## src/rtl/uart_imem_loader.sv

```systemverilog
// uart_imem_loader: writes a framed UART program image into instruction memory and holds the core in reset until it loads.
module uart_imem_loader #(
    parameter int         IMEM_DEPTH     = 64,
    parameter int         PROG_VALUE     = 32,
    parameter logic [7:0] SYNC_BYTE      = 8'hA5,
    parameter int         TIMEOUT_CYCLES = 100000
) (
    input  logic                  clk,
    input  logic                  rst_n,
    input  logic                  rx_valid,
    input  logic [7:0]            rx_data,
    output logic                  imem_we,
    output logic [PROG_VALUE-1:0] imem_addr,
    output logic [PROG_VALUE-1:0] imem_wdata,
    output logic                  cpu_rst_n,
    output logic                  load_done,
    output logic                  load_err
);
    localparam int TW = $clog2(TIMEOUT_CYCLES + 1);
    localparam logic [TW-1:0] IDLE_LAST = TW'(TIMEOUT_CYCLES - 1);
    localparam logic [15:0] DEPTH = 16'(IMEM_DEPTH);

    typedef enum logic [2:0] {IDLE, LEN_LO, LEN_HI, DATA, DONE, ERR} state_t;

    state_t                state_q;
    logic [15:0]           count_q;
    logic [15:0]           word_idx_q;
    logic [1:0]            byte_idx_q;
    logic [23:0]           asm_q;
    logic [TW-1:0]         idle_q;
    logic                  we_q;
    logic [PROG_VALUE-1:0] addr_q;
    logic [PROG_VALUE-1:0] wdata_q;
    logic                  cpu_rst_n_q;
    logic                  done_q;
    logic                  err_q;

    logic        sync;
    logic        loading;
    logic [15:0] len;

    assign sync    = rx_valid && rx_data == SYNC_BYTE;
    assign loading = state_q == LEN_LO || state_q == LEN_HI || state_q == DATA;
    assign len     = {rx_data, count_q[7:0]};

    always_ff @(posedge clk) begin
        if (!rst_n) begin
            state_q     <= IDLE;
            count_q     <= '0;
            word_idx_q  <= '0;
            byte_idx_q  <= '0;
            asm_q       <= '0;
            idle_q      <= '0;
            we_q        <= 1'b0;
            addr_q      <= '0;
            wdata_q     <= '0;
            cpu_rst_n_q <= 1'b0;
            done_q      <= 1'b0;
            err_q       <= 1'b0;
        end else begin
            we_q   <= 1'b0;
            idle_q <= (rx_valid || !loading) ? '0 : idle_q + 1'b1;
            case (state_q)
                IDLE, DONE, ERR: begin
                    if (sync) begin
                        state_q     <= LEN_LO;
                        done_q      <= 1'b0;
                        err_q       <= 1'b0;
                        cpu_rst_n_q <= 1'b0;
                    end
                end
                LEN_LO: begin
                    if (rx_valid) begin
                        count_q[7:0] <= rx_data;
                        state_q      <= LEN_HI;
                    end
                end
                LEN_HI: begin
                    if (rx_valid) begin
                        count_q[15:8] <= rx_data;
                        word_idx_q    <= '0;
                        byte_idx_q    <= '0;
                        if (len == 16'd0) begin
                            state_q     <= DONE;
                            done_q      <= 1'b1;
                            cpu_rst_n_q <= 1'b1;
                        end else if (len > DEPTH) begin
                            state_q <= ERR;
                            err_q   <= 1'b1;
                        end else begin
                            state_q <= DATA;
                        end
                    end
                end
                DATA: begin
                    // little-endian assembly: each byte enters at the top and shifts down
                    if (rx_valid) begin
                        byte_idx_q <= byte_idx_q + 2'd1;
                        asm_q      <= {rx_data, asm_q[23:8]};
                        if (byte_idx_q == 2'd3) begin
                            we_q       <= 1'b1;
                            addr_q     <= PROG_VALUE'({word_idx_q, 2'b00});
                            wdata_q    <= PROG_VALUE'({rx_data, asm_q});
                            word_idx_q <= word_idx_q + 16'd1;
                            if (word_idx_q + 16'd1 == count_q) begin
                                state_q     <= DONE;
                                done_q      <= 1'b1;
                                cpu_rst_n_q <= 1'b1;
                            end
                        end
                    end
                end
                default: state_q <= IDLE;
            endcase
            // stalled frame: abandon any partial word, keep what was already written
            if (loading && !rx_valid && idle_q == IDLE_LAST) begin
                state_q <= ERR;
                err_q   <= 1'b1;
            end
        end
    end

    assign imem_we    = we_q;
    assign imem_addr  = addr_q;
    assign imem_wdata = wdata_q;
    assign cpu_rst_n  = cpu_rst_n_q;
    assign load_done  = done_q;
    assign load_err   = err_q;
endmodule

```

## config.mk

```make
export PLATFORM = sky130hd
export DESIGN_NAME = uart_imem_loader
export DESIGN_NICKNAME = d
export VERILOG_FILES = /design/src/rtl/uart_imem_loader.sv
export SDC_FILE = /design/constraint.sdc
export NUM_CORES = 1
export LEC_CHECK = 0
export CAP_MARGIN = 20
export CORE_MARGIN = 2
export CORE_UTILIZATION = 45
export CTS_CLUSTER_DIAMETER = 150
export CTS_CLUSTER_SIZE = 25
export DETAILED_ROUTE_END_ITERATION = 8
export PLACE_DENSITY = 0.68
export REMOVE_ABC_BUFFERS = 1
export SYNTH_ARGS = -nofsm -noshare
export SYNTH_HDL_FRONTEND = slang
export SYNTH_SLANG_ARGS = --single-unit
```

## constraint.sdc

```tcl
create_clock -name clk -period 2.6 [get_ports clk]
set_input_delay 0.65 -clock clk [delete_from_list [all_inputs] [get_ports clk]]
set_output_delay 0.65 -clock clk [all_outputs]
set_load 0.02 [all_outputs]
```

run_1/cell_classes.png
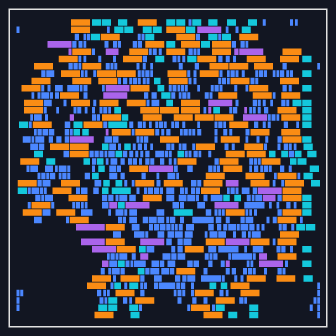
color	class	cells	share of their area
cyan	other buffers and delay cells	97	13%
orange	flip-flops	129	37%
purple	clock drivers and dummy loads	32	8.1%
blue	all other logic	561	42%
post-route cell area: 7170 µm²
Final Util: 56.8%
fraction of area in registers: 36.0%

run_1/met4.png
Cells faint in the background.
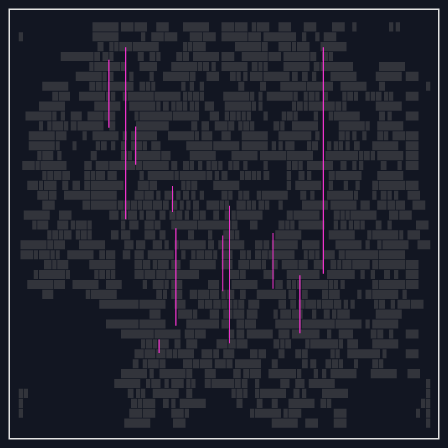
longest straight run	61.9 µm
nets with wire on the layer	7
main direction	vertical

run_1/final_clocks.png
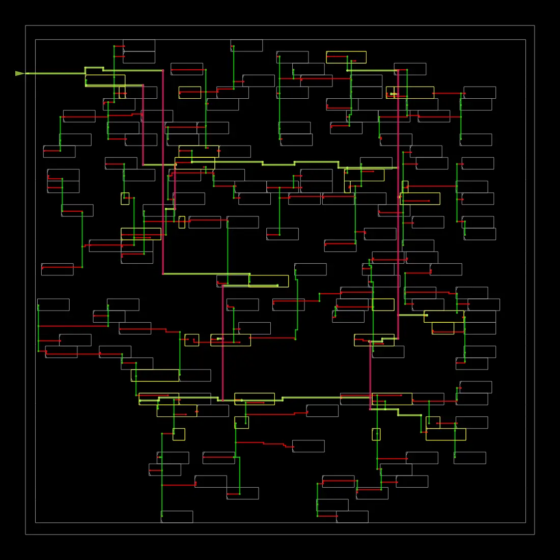
Final Skew: 0.0111 ns
clock buffers: 24
CTS sink count: 129

==> run summary, run 1 <==
status - finished clean
Adder-Cell Fraction of Synth Area - 0.842%
final antenna-violating net count - 0
Seq pwr share - 43.7%
Iter 0 DRT Violations - 367
chip width - 118 µm
Ports - 79
register bit total from synthesis - 129
Non-clk bufs - 97
Top logic family - simple AND/OR/NAND/NOR gates
total design power - 4.85 mW
first-pass GRT wire length - 23.1 mm
M1 WL - 6.26 mm
Max-area cell share - 44.5%
CP Max Fanout - 11
CTS Root Cell - clkbuf_16
vias in the first global route - 4893
max reg flops - 32
Ys Warns - 0
gr busiest metal - met2
HPWL Detailed - 9.55 mm
maximum vdd ir drop - 0.373 mV
Final Hold Fails - 0
endpoint type of the worst setup path - flop
drt drc - 0
initial antenna violation count - 0
max cap viols - 0
Tcrit/Tclk final - 90.1%
Nets - 820
Post-synth ARST share - 0%
==> run 2: changes to the inputs <==
- GPL_TIMING_DRIVEN: unset -> 0
run_2/wire_density.png
24 x 24 tiles, from dark blue (low) to red (high), scaled to the fullest tile. Values are wire area over tile area, all layers added.
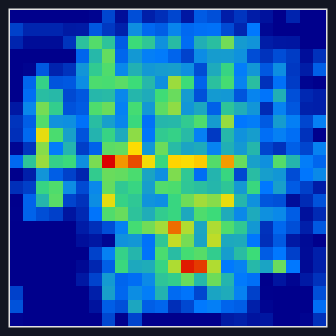
tiles over half the peak	14%
emptiest ninth of the die	lower left
fullest tile	0.59
nearly empty tiles	17%
densest ninth of the die	center
mean over tiles	0.15

==> run 2 against run 1 <==
Against the previous run:
- die area unchanged
- first-iteration DRC count increased by 4.1%
- routed wire length decreased by 4.1%
- non-clock buffer count decreased by 33
- register-to-register slack got worse by 0.06 ns
- largest power group unchanged
- clock skew decreased by 0.0038 ns
- sequential power about the same
- core utilization decreased by 0.87 points
- via count decreased by 1.6%
- synthesized cell count unchanged
- clock power increased by 13%
- global-route usage decreased by 1.3 points
==> run summary, run 2 <==
status - finished clean (unchanged)
crit path kind - in2reg (was reg2reg)
maximum vdd ir drop - 0.422 mV (was 0.373 mV)
CTS Root Cell - clkbuf_16 (unchanged)
chip width - 118 µm (unchanged)
Port Buf Inserts - 62 (unchanged)
Top logic family - simple AND/OR/NAND/NOR gates (unchanged)
total design power - 5.11 mW (was 4.85 mW)
Max-area cell share - 44.5% (unchanged)
Ports - 79 (unchanged)
post-route cell area - 7060 µm² (was 7170 µm²)
gr busiest metal - met2 (unchanged)
r2r endpoint - load_done (was state_q[2])
die area - 13800 µm² (unchanged)
post-synthesis sequential area ratio - 44.5% (unchanged)
leakage power - 2.42 nW (was 2.53 nW)
fillcell total - 1227 (was 1186)
max cap viols - 0 (unchanged)
Ys Warns - 0 (unchanged)
Iter 0 DRT Violations - 382 (was 367)
Non-clk bufs - 64 (was 97)
HPWL Detailed - 8.75 mm (was 9.55 mm)
endpoint type of the worst setup path - flop (unchanged)
RD Place Congestion - 0.934 (was 0.960)
Final Hold Fails - 0 (unchanged)
Seq pwr share - 41.5% (was 43.7%)
Post-synth top cells - nand2_1 (203), dfxtp_1 (129), a21oi_1 (112), nor2_1 (55), buf_4 (29) (unchanged)
CP Max Fanout - 5 (was 11)
vias in the first global route - 4598 (was 4893)
Inverters excl. clock - 7 (unchanged)
Post-synth ARST share - 0% (unchanged)
Final Util - 56.0% (was 56.8%)
max reg flops - 32 (unchanged)
Tcrit/Tclk final - 93.1% (was 90.1%)
fraction of area in registers - 36.6% (was 36.0%)
==> run 3: changes to the inputs <==
- CORE_ASPECT_RATIO: unset -> 0.9
- SLEW_MARGIN: unset -> 20
run_3/final_clocks.png
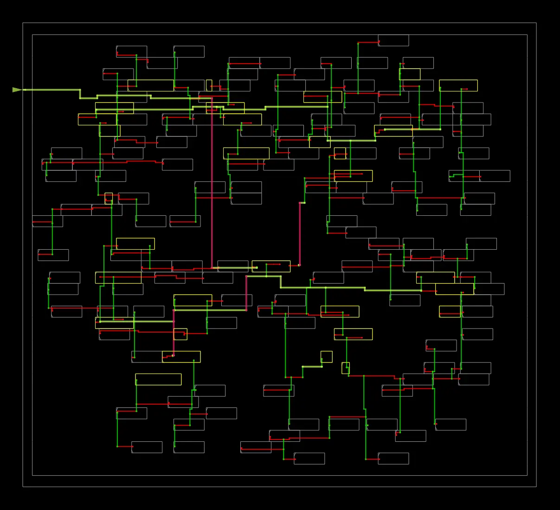
clock-net power: 2.54 mW
CTS Buf Count: 17
Seq cells: 129
clk_lat worst skew: 0.41 ns
clock buffers: 22

==> run 3 against run 2 <==
Against the previous run:
- cell count is 0.83% lower
- non-clock buffer count up 1
- power up 0.24%
- routed wire length increased by 0.20%
- largest cell class unchanged
- largest power group unchanged
==> run summary, run 3 <==
total design power - 5.12 mW (was 5.11 mW)
drt drc - 0 (unchanged)
Nets - 789 (was 788)
Final Hold Fails - 0 (unchanged)
status - finished clean (unchanged)
fillcell total - 1164 (was 1227)
leakage power - 2.42 nW (about the same)
Final Util - 55.9% (was 56.0%)
maximum vdd ir drop - 0.470 mV (was 0.422 mV)
crit path kind - reg2reg (was in2reg)
Non-clk bufs - 65 (was 64)
Max-area cell share - 44.5% (unchanged)
fraction of area in registers - 36.6% (unchanged)
Inverters excl. clock - 7 (unchanged)
post-route cell area - 7060 µm² (unchanged)
die area - 13800 µm² (about the same)
HPWL Detailed - 8.80 mm (was 8.75 mm)
CTS sink count - 129 (unchanged)
Ys Warns - 0 (unchanged)
post-synthesis sequential area ratio - 44.5% (unchanged)
No activity file was given, so power comes from the tool's default toggle rates.
